==> run_1/wire_density.png <==
13 x 13 tiles, from dark blue (low) to red (high), scaled to the fullest tile. Values are wire area over tile area, all layers added.
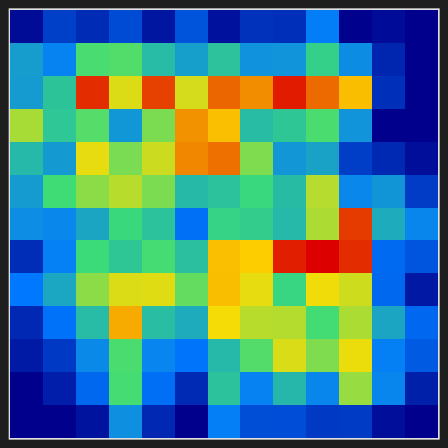
==> run_1/final_placement.png <==
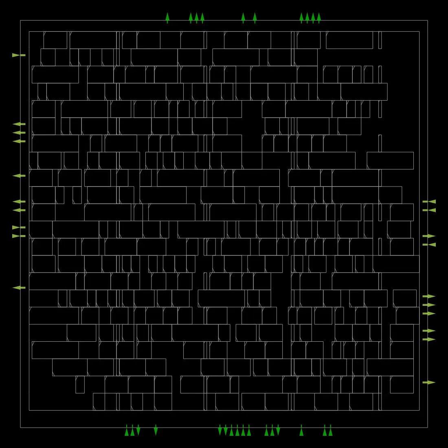
==> run_1/registers.png <==
The bar under the picture is 20 um long. Other sequential cells in the stronger gray, the rest of the logic in the fainter gray.
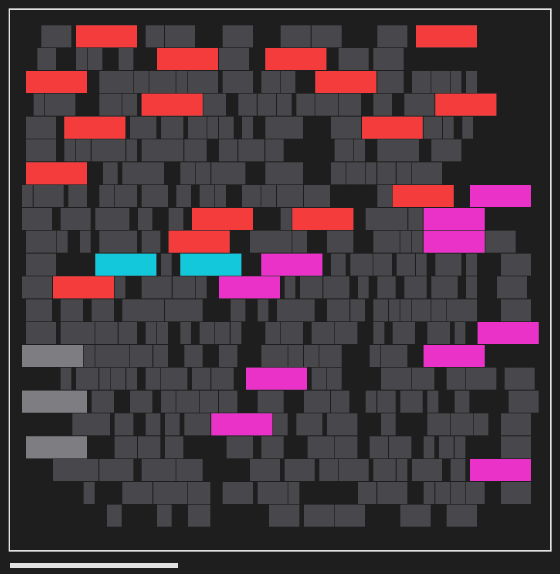
==> run_1/clock_map.png <==
The bar under the picture is 20 um long.
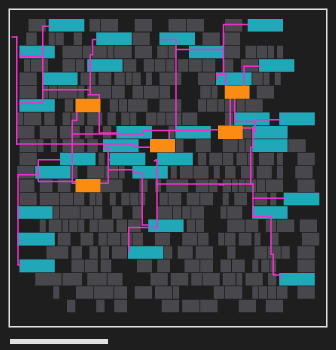
File: config.mk
export PLATFORM = sky130hd
export DESIGN_NAME = fetch_sequencer
export DESIGN_NICKNAME = d
export VERILOG_FILES = /design/src/rtl/fetch_sequencer_pkg.sv /design/src/rtl/fetch_sequencer.sv
export SDC_FILE = /design/constraint.sdc
export NUM_CORES = 1
export LEC_CHECK = 0
export CORE_UTILIZATION = 50
export DETAILED_ROUTE_END_ITERATION = 12
export PLACE_DENSITY = 0.8
export RECOVER_POWER = 50
export SLEW_MARGIN = 20
export SYNTH_ARGS = -nofsm -noshare
export SYNTH_HDL_FRONTEND = slang
export SYNTH_SLANG_ARGS = --single-unit
File: constraint.sdc
create_clock -name Clk -period 2.2 [get_ports Clk]
set_input_delay 0.66 -clock Clk [delete_from_list [all_inputs] [get_ports Clk]]
set_output_delay 0.66 -clock Clk [all_outputs]
set_load 0.01 [all_outputs]
File: src/rtl/fetch_sequencer_pkg.sv
// Shared types and default constants for the accumulator-core fetch sequencer.
`default_nettype none

package fetch_sequencer_pkg;

  typedef enum logic [1:0] {
    IDLE  = 2'd0,
    RUN   = 2'd1,
    STALL = 2'd2,
    HALT  = 2'd3
  } seq_state_t;

  localparam int PC_W_DEF     = 10;
  localparam int LOAD_LAT_DEF = 1;
  localparam int SCNT_W       = 2;  // holds LOAD_LAT-1 for LOAD_LAT up to 3

endpackage

`default_nettype wire

File: src/rtl/fetch_sequencer.sv
// PC owner for the 9-bit accumulator core: Start/Ack run handshake,
// load stalls and absolute branch redirects, plus a saturating run-cycle counter.
`default_nettype none

module fetch_sequencer
  import fetch_sequencer_pkg::*;
#(
  parameter int              PC_W       = PC_W_DEF,
  parameter logic [PC_W-1:0] START_ADDR = '0,
  parameter int              LOAD_LAT   = LOAD_LAT_DEF,
  parameter int              CNT_W      = 16
) (
  input  logic             Clk,
  input  logic             Reset,
  input  logic             Start,
  input  logic             Branch_i,
  input  logic             Zero_i,
  input  logic             Mem_read_i,
  input  logic             Done_i,
  input  logic [PC_W-1:0]  Target_i,
  output logic [PC_W-1:0]  PC,
  output logic             Commit,
  output logic             Stall,
  output logic             Ack,
  output logic [CNT_W-1:0] Cycle_cnt
);

  seq_state_t        state, state_nxt;
  logic [PC_W-1:0]   pc_q, pc_nxt;
  logic [CNT_W-1:0]  cnt_q, cnt_nxt;
  logic [SCNT_W-1:0] scnt_q, scnt_nxt;
  logic              ack_q;
  logic              commit_c, stall_c;

  always_ff @(posedge Clk) begin
    if (Reset) begin
      state  <= IDLE;
      pc_q   <= START_ADDR;
      cnt_q  <= '0;
      scnt_q <= '0;
      ack_q  <= 1'b0;
    end else begin
      state  <= state_nxt;
      pc_q   <= pc_nxt;
      cnt_q  <= cnt_nxt;
      scnt_q <= scnt_nxt;
      ack_q  <= (state_nxt == HALT);
    end
  end

  always_comb begin
    state_nxt = state;
    pc_nxt    = pc_q;
    cnt_nxt   = cnt_q;
    scnt_nxt  = scnt_q;
    commit_c  = 1'b0;
    stall_c   = 1'b0;

    // The counter covers every RUN/STALL cycle and sticks at all-ones.
    if ((state == RUN || state == STALL) && !(&cnt_q)) begin
      cnt_nxt = cnt_q + 1'b1;
    end

    unique case (state)
      IDLE, HALT: begin
        if (Start) begin
          state_nxt = RUN;
          pc_nxt    = START_ADDR;
          cnt_nxt   = '0;
        end
      end
      RUN: begin
        if (Done_i) begin
          state_nxt = HALT;
        end else if (Mem_read_i) begin
          state_nxt = STALL;
          stall_c   = 1'b1;
          scnt_nxt  = SCNT_W'(LOAD_LAT - 1);
        end else begin
          commit_c = 1'b1;
          pc_nxt   = (Branch_i && Zero_i) ? Target_i : pc_q + 1'b1;
        end
      end
      STALL: begin
        stall_c = 1'b1;
        if (scnt_q == '0) begin
          commit_c  = 1'b1;
          pc_nxt    = pc_q + 1'b1;
          state_nxt = RUN;
        end else begin
          scnt_nxt = scnt_q - 1'b1;
        end
      end
      default: state_nxt = IDLE;
    endcase
  end

  // Same-cycle strobes are suppressed while reset is held.
  assign Commit    = commit_c & ~Reset;
  assign Stall     = stall_c & ~Reset;
  assign PC        = pc_q;
  assign Ack       = ack_q;
  assign Cycle_cnt = cnt_q;

endmodule

`default_nettype wire

==> Slide: Implementation Results, run 1 <==
Key Metrics from the Run

GRT
  – Initial antenna violation count: 0
  – Global-route met3 utilization: 5.71%
  – First-pass GRT wire length: 8.58 mm
  – Vias in the first global route: 1,953
  – GRT met2 Usage: 43.3%
  – Grt peak-use layer: met2
  – Total grt overflow: 0
  – M1 GR Usage: 33.1%
  – Largest net degree at the start of global routing: 17

Layout
  – Clock buf/inv share: 3.31%
  – MI comb area: 1260 um2
  – Top cell excl fill/tap: dfxtp_1
  – Nets: 327
  – Share of cells above drive strength 1: 15.4%
  – Flop share of the area: 23.5%
  – Layout area overhead: 36.3%
  – Antenna fix cells: 0
  – Most numerous logic cells after layout: dfxtp_1, nand2_1, clkdlybuf4s50_1
  – Filler instances: 329
  – Non-CTS buffers: 66
  – Non-clk buf share: 22.3%
  – Post-layout util: 71.7%
  – Number of non-clock inverters in the layout: 6
  – Combinational share of cell area: 47.8%
  – Flip-flops: 31
  – FF+latch area: 622 um2
  – Top class by area: multi-input combinational cells
  – Largest register FFs: 16
  – CLK BUF: 6

Min path
  – Hold Crit Start: scnt_q[0]
  – Worst Hold Class: register to register
  – Hold Path Depth: 2
  – Hold endpoint: scnt_q[0]

Clock network
  – Clk pin slew, worst setup/hold paths: 0.06 ns
  – Hold-fix buffers, CTS: 0
  – Post-CTS Resized: 16
  – CTS sink cnt: 31
  – Postcts setup bufs: 1
  – TritonCTS buffer count: 5
  – CTS tree: built
  – Max clock buf depth: 2

Synth
  – Yosys stat area: 1940 um2
  – Cell taking the most area after synthesis: dfxtp_1
  – Main logic family: AND-OR/OR-AND gates
  – Yosys aoi share: 29.9%
  – Nets at Floorplan: 263
  – Ys Warns: 0
  – Post-Syn Area per Cell: 8.06 um2
  – Sequential share of the synthesized area: 32.0%
  – Top cells by count: dfxtp_1, nand2_1, nor2_1
  – Most frequent cell after synthesis: dfxtp_1
  – Number of cells in Yosys stat: 241
  – Synth cell types: 54
  – Mapped Area: 1940 um2
  – Synth Area in XOR/XNOR: 1.35%
  – Number of synthesized flops with an enable pin: 0
  – Asr flop ratio synth: 0%
  – Adder share: 3.22%
  – FF+latch count, synth: 31
  – Top FF cell, synth: dfxtp_1

Setup path
  – R2R Setup Slk: 0.21 ns
  – Crit. End Element: output port
  – Worst path arrival time: 1.47 ns
  – Crit-path max FO: 2
  – FF-to-FF Start: state[0]
  – Req. time, crit path: 1.54 ns
  – CP top delay family: simple AND/OR/NAND/NOR gates
  – Crit Path Category: input pin to output port
  – Critical path depth: 4
  – CP Launch Type: input pin
  – Crit-path max cell delay: 0.37 ns
  – Crit-path slowest cell: or3b_4
  – Worst reg2reg path depth: 7
  – Worst Setup SP: Mem_read_i
  – FF-to-FF End: Cycle_cnt[11]
  – Critical path capture point: Commit
  – CP cell instances: clkdlybuf4s15_1 -> or3b_4 -> a21boi_2 -> buf_2
  – Buf/Inv on CP: 2

Placed design
  – Port Buf Inserts: 45
  – Worst slack at placement: -0.751 ns
  – Placed insts: 345
  – Gp weighted congestion: 0.903
  – Placed Area: 2550 um2
  – Post-DP HPWL: 3.78 mm

Route
  – Routed WL: 5.06 mm
  – DR vias/cell: 6.01
  – Drc violations: 0
  – Antenna Nets Post-Route: 0
  – Met2 WL: 2.40 mm
  – Initial DRT Pass Iterations: 4
  – Wl on met1: 2.26 mm
  – Top Layer Used: met4
  – 1st-iter DRT viols: 200

Pwr
  – Pint: 959 uW
  – Max power group: sequential cells
  – Comb pwr share: 22.2%
  – Static leakage: 0.00107 uW
  – Sequential group power: 584 uW
  – Peak VDD IR: 0.000426 V
  – Switching Fraction: 28.5%
  – Comb power: 298 uW
  – Total power: 1340 uW
  – Pwr dens: 507 nW/um2
  – Reported net switching power: 383 uW

Timing
  – Setup TNS: 0 ns
  – Final hold vios: 0
  – Setup slack after layout: 0.0694 ns
  – Final setup vio count: 0
  – Fmax: 469 MHz
  – Max Slew Vio Count: 0
  – Unrepaired setup endpoints after global routing: false
  – Worst hold margin: 0.492 ns
  – Final Critical Period: 2.13 ns
  – Fin crit share: 96.8%
  – Rel. slew slack: 69.2%
  – Worst Tran Pin Value: 0.460 ns

Die
  – Core box area: 3690 um2
  – Die area: 4140 um2
  – Fp_density: 52.6%
  – Die Wd: 64.3 um
  – Die y size: 64.3 um
  – Io pins: 46

Status
  – Outcome: complete, no violations

Flow run
  – Max_cap viols: 0
## Picture notes: wire_density.png
tiles over half the peak = 34%
densest ninth of the die = middle
fullest tile = 0.50
mean over tiles = 0.20
total track usage: 25.9%
Avg WL per Cell: 14.3 um
DR vias: 2,122

## Picture notes: final_placement.png
# Taps: 48
Layout Cells excl Fill: 353

## Picture notes: registers.png
PC -> magenta  # placed flops 10
Cycle_cnt -> red  # placed flops 16
scnt_q -> cyan  # placed flops 2
not colored = 3

## Picture notes: clock_map.png
clock wires -> magenta  # length 428 um
cells driving clock nets -> orange  # count 5
flip-flops -> cyan  # count 31
routed clock nets = 6
clock group power: 459 uW
clock share of power: 34.2%
clk_lat worst skew: 0.28 ns
Clock Skews: 0.00814 ns

==> run 2, diff against run 1 <==
--- a/config.mk
+++ b/config.mk
@@ -5,6 +5,7 @@
 export SDC_FILE = /design/constraint.sdc
 export NUM_CORES = 1
 export LEC_CHECK = 0
+export CORE_ASPECT_RATIO = 1.1
 export CORE_UTILIZATION = 50
 export DETAILED_ROUTE_END_ITERATION = 12
 export PLACE_DENSITY = 0.8
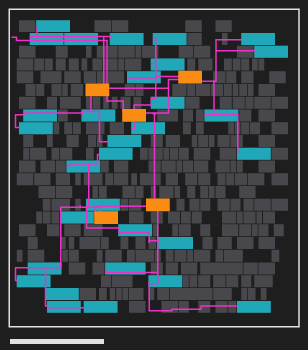
(run_2/clock_map.png)
The bar under the picture is 20 um long.
cells driving clock nets -> orange  # count 5
flip-flops -> cyan  # count 31
clock wires -> magenta  # length 422 um
routed clock nets = 6
clock group power: 432 uW
Clock Skews: 0.00317 ns
clock share of power: 32.3%

==> run 2 against run 1 <==
Design area is 0.52% higher; via count fell by 0.99%; global-route usage rose by 0.86 points; total power shrank 0.32%; worst setup slack lost 0.024 ns; non-clock buffer count stayed put; sequential share of layout area hardly changed.
==> Slide: Implementation Results, run 2 <==
Key Metrics from the Run

Layout
  – Non-CTS buffers: 66 (unchanged)
  – Combinational share of cell area: 48.1% (+0.32 points)
  – Most numerous logic cells after layout: clkdlybuf4s50_1, dfxtp_1, nand2_1
  – Flip-flops: 31 (unchanged)
  – MI comb area: 1280 um2 (+1.2%)
  – FF+latch area: 626 um2 (+0.60%)
  – Largest register FFs: 16 (unchanged)
  – Layout Cells excl Fill: 356 (+0.85%)
  – Top class by area: multi-input combinational cells
  – Antenna fix cells: 0 (unchanged)
  – CLK BUF: 7 (+1)
  – Clock buf/inv share: 3.06% (-0.25 points)
  – Share of cells above drive strength 1: 15.0% (-0.38 points)
  – Nets: 327 (unchanged)

Route
  – Wl on met1: 2.30 mm (+2.2%)
  – Avg WL per Cell: 14.9 um (+4.2%)
  – Routed WL: 5.31 mm (+5.1%)
  – Antenna Nets Post-Route: 0 (unchanged)
  – 1st-iter DRT viols: 115 (-43%)
  – Met2 WL: 2.61 mm (+8.7%)
  – Drc violations: 0 (unchanged)

Clock network
  – CTS sink cnt: 31 (unchanged)
  – Post-CTS Resized: 16 (unchanged)
  – CTS tree: built
  – Max clock buf depth: 2 (unchanged)
  – Postcts setup bufs: 0 (-1)
  – TritonCTS buffer count: 5 (unchanged)

Setup path
  – R2R Setup Slk: 0.18 ns (-0.03 ns)
  – FF-to-FF End: PC[9]
  – Buf/Inv on CP: 3 (+1)
  – Worst reg2reg path depth: 7 (unchanged)
  – CP Launch Type: register
  – CP cell instances: inv_2 -> ha_4 -> buf_6 -> and3b_1 -> o21a_1 -> buf_2
  – Critical path depth: 6 (+2)
  – Crit-path max FO: 12 (+10)
  – Crit Path Category: register to output port

Timing
  – Final setup vio count: 0 (unchanged)
  – Final Critical Period: 2.16 ns (+0.0245 ns)
  – Worst Tran Pin Value: 0.594 ns (+0.134 ns)
  – Worst hold margin: 0.454 ns (-0.0375 ns)
  – Final hold vios: 0 (unchanged)
  – Rel. slew slack: 60.2% (-9.0 points)
  – Fin crit share: 98.0% (+1.1 points)
  – Setup TNS: 0 ns (unchanged)
  – Fmax: 464 MHz (-1.1%)

Pwr
  – Total power: 1340 uW (-0.32%)
  – Switching Fraction: 28.8% (+0.30 points)
  – Reported net switching power: 385 uW (+0.73%)
  – Sequential group power: 589 uW (+0.9%)
  – Peak VDD IR: 0.000352 V (-17%)
  – Comb power: 316 uW (+6%)

GRT
  – Grt peak-use layer: met2
  – First-pass GRT wire length: 8.31 mm (-3.2%)
  – Vias in the first global route: 1,888 (-3.3%)
  – Initial antenna violation count: 0 (unchanged)
  – Total grt overflow: 0 (unchanged)
  – M1 GR Usage: 32.6% (-0.45 points)
  – Largest net degree at the start of global routing: 17 (unchanged)

Synth
  – Number of synthesized flops with an enable pin: 0 (unchanged)
  – Sequential share of the synthesized area: 32.0% (unchanged)
  – Ys Warns: 0 (unchanged)
  – Post-Syn Area per Cell: 8.06 um2 (unchanged)
  – Synth cell types: 54 (unchanged)
  – Cell taking the most area after synthesis: dfxtp_1
  – Yosys stat area: 1940 um2 (unchanged)
  – Asr flop ratio synth: 0% (unchanged)
  – Nets at Floorplan: 263 (unchanged)
  – Top cells by count: dfxtp_1, nand2_1, nor2_1
  – Synth Area in XOR/XNOR: 1.35% (unchanged)
  – Most frequent cell after synthesis: dfxtp_1

Placed design
  – Worst slack at placement: -0.758 ns (-0.00685 ns)
  – Placed Area: 2560 um2 (+0.39%)
  – Gp weighted congestion: 0.911 (+0.89%)
  – Post-DP HPWL: 3.77 mm (about the same)

Die
  – Die area: 4140 um2 (about the same)
  – Die Wd: 61.4 um (-4.5%)
  – # Taps: 50 (+4.2%)
  – Die y size: 67.4 um (+4.7%)
  – Io pins: 46 (unchanged)

Status
  – Outcome: complete, no violations

Min path
  – Hold Path Depth: 2 (unchanged)
==> run 3, diff against run 2 <==
--- a/config.mk
+++ b/config.mk
@@ -6,9 +6,10 @@
 export NUM_CORES = 1
 export LEC_CHECK = 0
 export CORE_ASPECT_RATIO = 1.1
-export CORE_UTILIZATION = 50
+export CORE_UTILIZATION = 56
 export DETAILED_ROUTE_END_ITERATION = 12
-export PLACE_DENSITY = 0.8
+export DONT_BUFFER_PORTS = 1
+export PLACE_DENSITY = 0.71
 export RECOVER_POWER = 50
 export SLEW_MARGIN = 20
 export SYNTH_ARGS = -nofsm -noshare
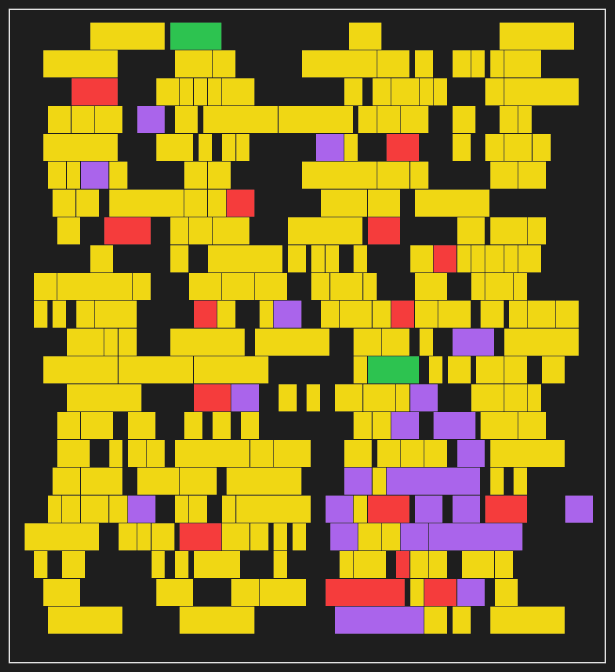
(run_3/drive_strength.png)
drive 6 and up -> green  # cells 2, share 0.79%
drive 1 or less -> yellow  # cells 213, share 85%
drive 3 to 4 -> purple  # cells 22, share 8.7%
drive 2 -> red  # cells 15, share 6.0%

==> run 3 against run 2 <==
Sequential cell count stayed put; sequential power is 0.7% higher; routed wire length is 1.9% lower; synthesized cell count stayed put; largest cell class unchanged; largest power group unchanged.
==> Slide: Implementation Results, run 3 <==
Key Metrics from the Run

Status
  – Outcome: complete, no violations

Route
  – Routed WL: 5.21 mm (-1.9%)
  – Met3 Wirelength: 303 um
  – Initial DRT Pass Iterations: 4
  – Antenna Nets Post-Route: 0 (unchanged)
  – Avg WL per Cell: 17.4 um (+16%)
  – 1st-iter DRT viols: 147 (+28%)
  – DR vias: 1,954
  – Wl on met1: 2.09 mm (-9.3%)
  – Drc violations: 0 (unchanged)
  – Met2 WL: 2.68 mm (+2.5%)
  – Top Layer Used: met4

Synth
  – Adder share: 3.22%
  – Asr flop ratio synth: 0% (unchanged)
  – Most frequent cell after synthesis: dfxtp_1
  – Ranking of synthesized cells by area: dfxtp_1, nand2_1, a21oi_1
  – Mux area share: 2.58%
  – Mapped Area: 1940 um2
  – Ys Warns: 0 (unchanged)
  – Cell taking the most area after synthesis: dfxtp_1
  – Main logic family: AND-OR/OR-AND gates
  – Top cells by count: dfxtp_1, nand2_1, nor2_1
  – Synth cell types: 54 (unchanged)
  – Synth Area in XOR/XNOR: 1.35% (unchanged)
  – Post-Syn Area per Cell: 8.06 um2 (unchanged)
  – Nets at Floorplan: 263 (unchanged)
  – Yosys stat area: 1940 um2 (unchanged)
  – Synth Area in Simple Gates: 27.3%
  – Number of cells in Yosys stat: 241
  – Number of synthesized flops with an enable pin: 0 (unchanged)
  – Sequential share of the synthesized area: 32.0% (unchanged)
  – Post-synth top area share: 32.0%
  – Top FF cell, synth: dfxtp_1
  – Mapped Cells: 241

Setup path
  – FF-to-FF Start: state[0]
  – Crit-path max FO: 2 (-10)
  – CP top delay family: simple AND/OR/NAND/NOR gates
  – FF-to-FF End: Cycle_cnt[15]
  – Crit Path Category: register to output port
  – Crit. End Element: output port
  – Worst path arrival time: 1.51 ns
  – CP cell instances: inv_2 -> ha_4 -> or3b_4 -> a21boi_2 -> buf_4
  – Req. time, crit path: 1.54 ns
  – Worst reg2reg path depth: 7 (unchanged)
  – Critical path capture point: Commit
  – Critical path depth: 5 (-1)
  – Worst Setup SP: state[1]
  – R2R Setup Slk: 0.20 ns (+0.02 ns)
  – Crit-path max cell delay: 0.38 ns
  – Crit-path slowest cell: or3b_4
  – CP Launch Type: register
  – Buf/Inv on CP: 2 (-1)

GRT
  – Initial antenna violation count: 0 (unchanged)
  – Total grt overflow: 0 (unchanged)
  – Largest net degree at the start of global routing: 17 (unchanged)
  – M1 GR Usage: 34.4% (+1.8 points)
  – GRT met2 Usage: 50.6%
  – Grt peak-use layer: met2
  – First-pass GRT wire length: 8.59 mm (+3.4%)
  – Vias in the first global route: 1,935 (+2.5%)
  – Total track usage: 30.0%
  – Global-route met3 utilization: 8.70%

Die
  – Io pins: 46 (unchanged)
  – Die y size: 63.8 um (-5.3%)
  – # Taps: 48 (-4.0%)
  – Die Wd: 58.1 um (-5.3%)
  – Core box area: 3330 um2
  – Die area: 3710 um2 (-10%)
  – Site Rows: 22

Layout
  – Combinational share of cell area: 59.8% (+12 points)
  – Layout area overhead: 11.0%
  – Non-clk buf share: 4.18%
  – Nets: 273 (-17%)
  – Largest register FFs: 16 (unchanged)
  – Antenna fix cells: 0 (unchanged)
  – #MultiIn Comb: 195
  – Top cell excl fill/tap: dfxtp_1
  – CLK BUF: 8 (+1)
  – Non-CTS buffers: 12 (-82%)
  – Top class by area: multi-input combinational cells
  – MI comb area: 1290 um2 (+0.68%)
  – Layout Cells excl Fill: 300 (-16%)
  – Share of cells above drive strength 1: 15.5% (+0.44 points)
  – Design Area, Final: 2160 um2
  – Post-layout util: 64.7%
  – FF+latch area: 626 um2 (unchanged)
  – Most numerous logic cells after layout: dfxtp_1, nand2_1, nor2_1, a21oi_1, o21ai_0
  – Number of non-clock inverters in the layout: 6
  – Flip-flops: 31 (unchanged)
  – Filler instances: 294
  – Clock buf/inv share: 3.19% (+0.13 points)

Clock network
  – Max clock buf depth: 2 (unchanged)
  – Post-CTS Resized: 8 (-8)
  – Clk root buf: clkbuf_4
  – Clk pin slew, worst setup/hold paths: 0.11 ns
  – Postcts setup bufs: 3 (+3)
  – Clk_lat worst skew: 0.34 ns
  – CTS tree: built
  – CTS sink cnt: 31 (unchanged)
  – TritonCTS buffer count: 5 (unchanged)

Flow run
  – Max_cap viols: 0
  – OpenROAD warnings: 28

Pwr
  – Pint: 861 uW
  – Sequential group power: 593 uW (+0.7%)
  – Comb pwr share: 19.7%
  – Static leakage: 0.000798 uW
  – Clock share of power: 32.0% (-0.3 points)
  – Reported net switching power: 366 uW (-5.1%)
  – Total power: 1230 uW (-8.2%)
  – Peak VDD IR: 0.000402 V (+14%)
  – Seq pwr share: 48.3%
  – Clock group power: 392 uW (-9.3%)
  – Switching Fraction: 29.8% (+0.98 points)
  – Comb power: 242 uW (-23%)
  – Max power group: sequential cells

Min path
  – Hold Path Depth: 1 (-1)
  – Worst Hold Class: input pin to register
  – Hold Crit Start: Reset
  – Hold endpoint: state[1]

Timing
  – Unrepaired setup endpoints after global routing: true
  – Worst hold margin: 0.366 ns (-0.0878 ns)
  – Fmax: 460 MHz (-0.84%)
  – Clock Skews: 0.0112 ns (+0.00804 ns)
  – Final setup vio count: 0 (unchanged)
  – Fin crit share: 98.8% (+0.83 points)
  – Final Critical Period: 2.17 ns (+0.0182 ns)
  – Rel. slew slack: 64.8% (+4.6 points)
  – Max Slew Vio Count: 0
  – Worst Tran Pin Value: 0.523 ns (-0.0717 ns)
  – Setup TNS: 0 ns (unchanged)
  – Final hold vios: 0 (unchanged)

Placed design
  – Placed insts: 287
  – Placed Area: 2010 um2 (-22%)
  – Worst slack at placement: 0.102 ns (+0.860 ns)
  – Port Buf Inserts: 0
  – Gp weighted congestion: 0.927 (+1.7%)
  – Post-DP HPWL: 3.60 mm (-4.6%)
No activity file was given, so power comes from the tool's default toggle rates.
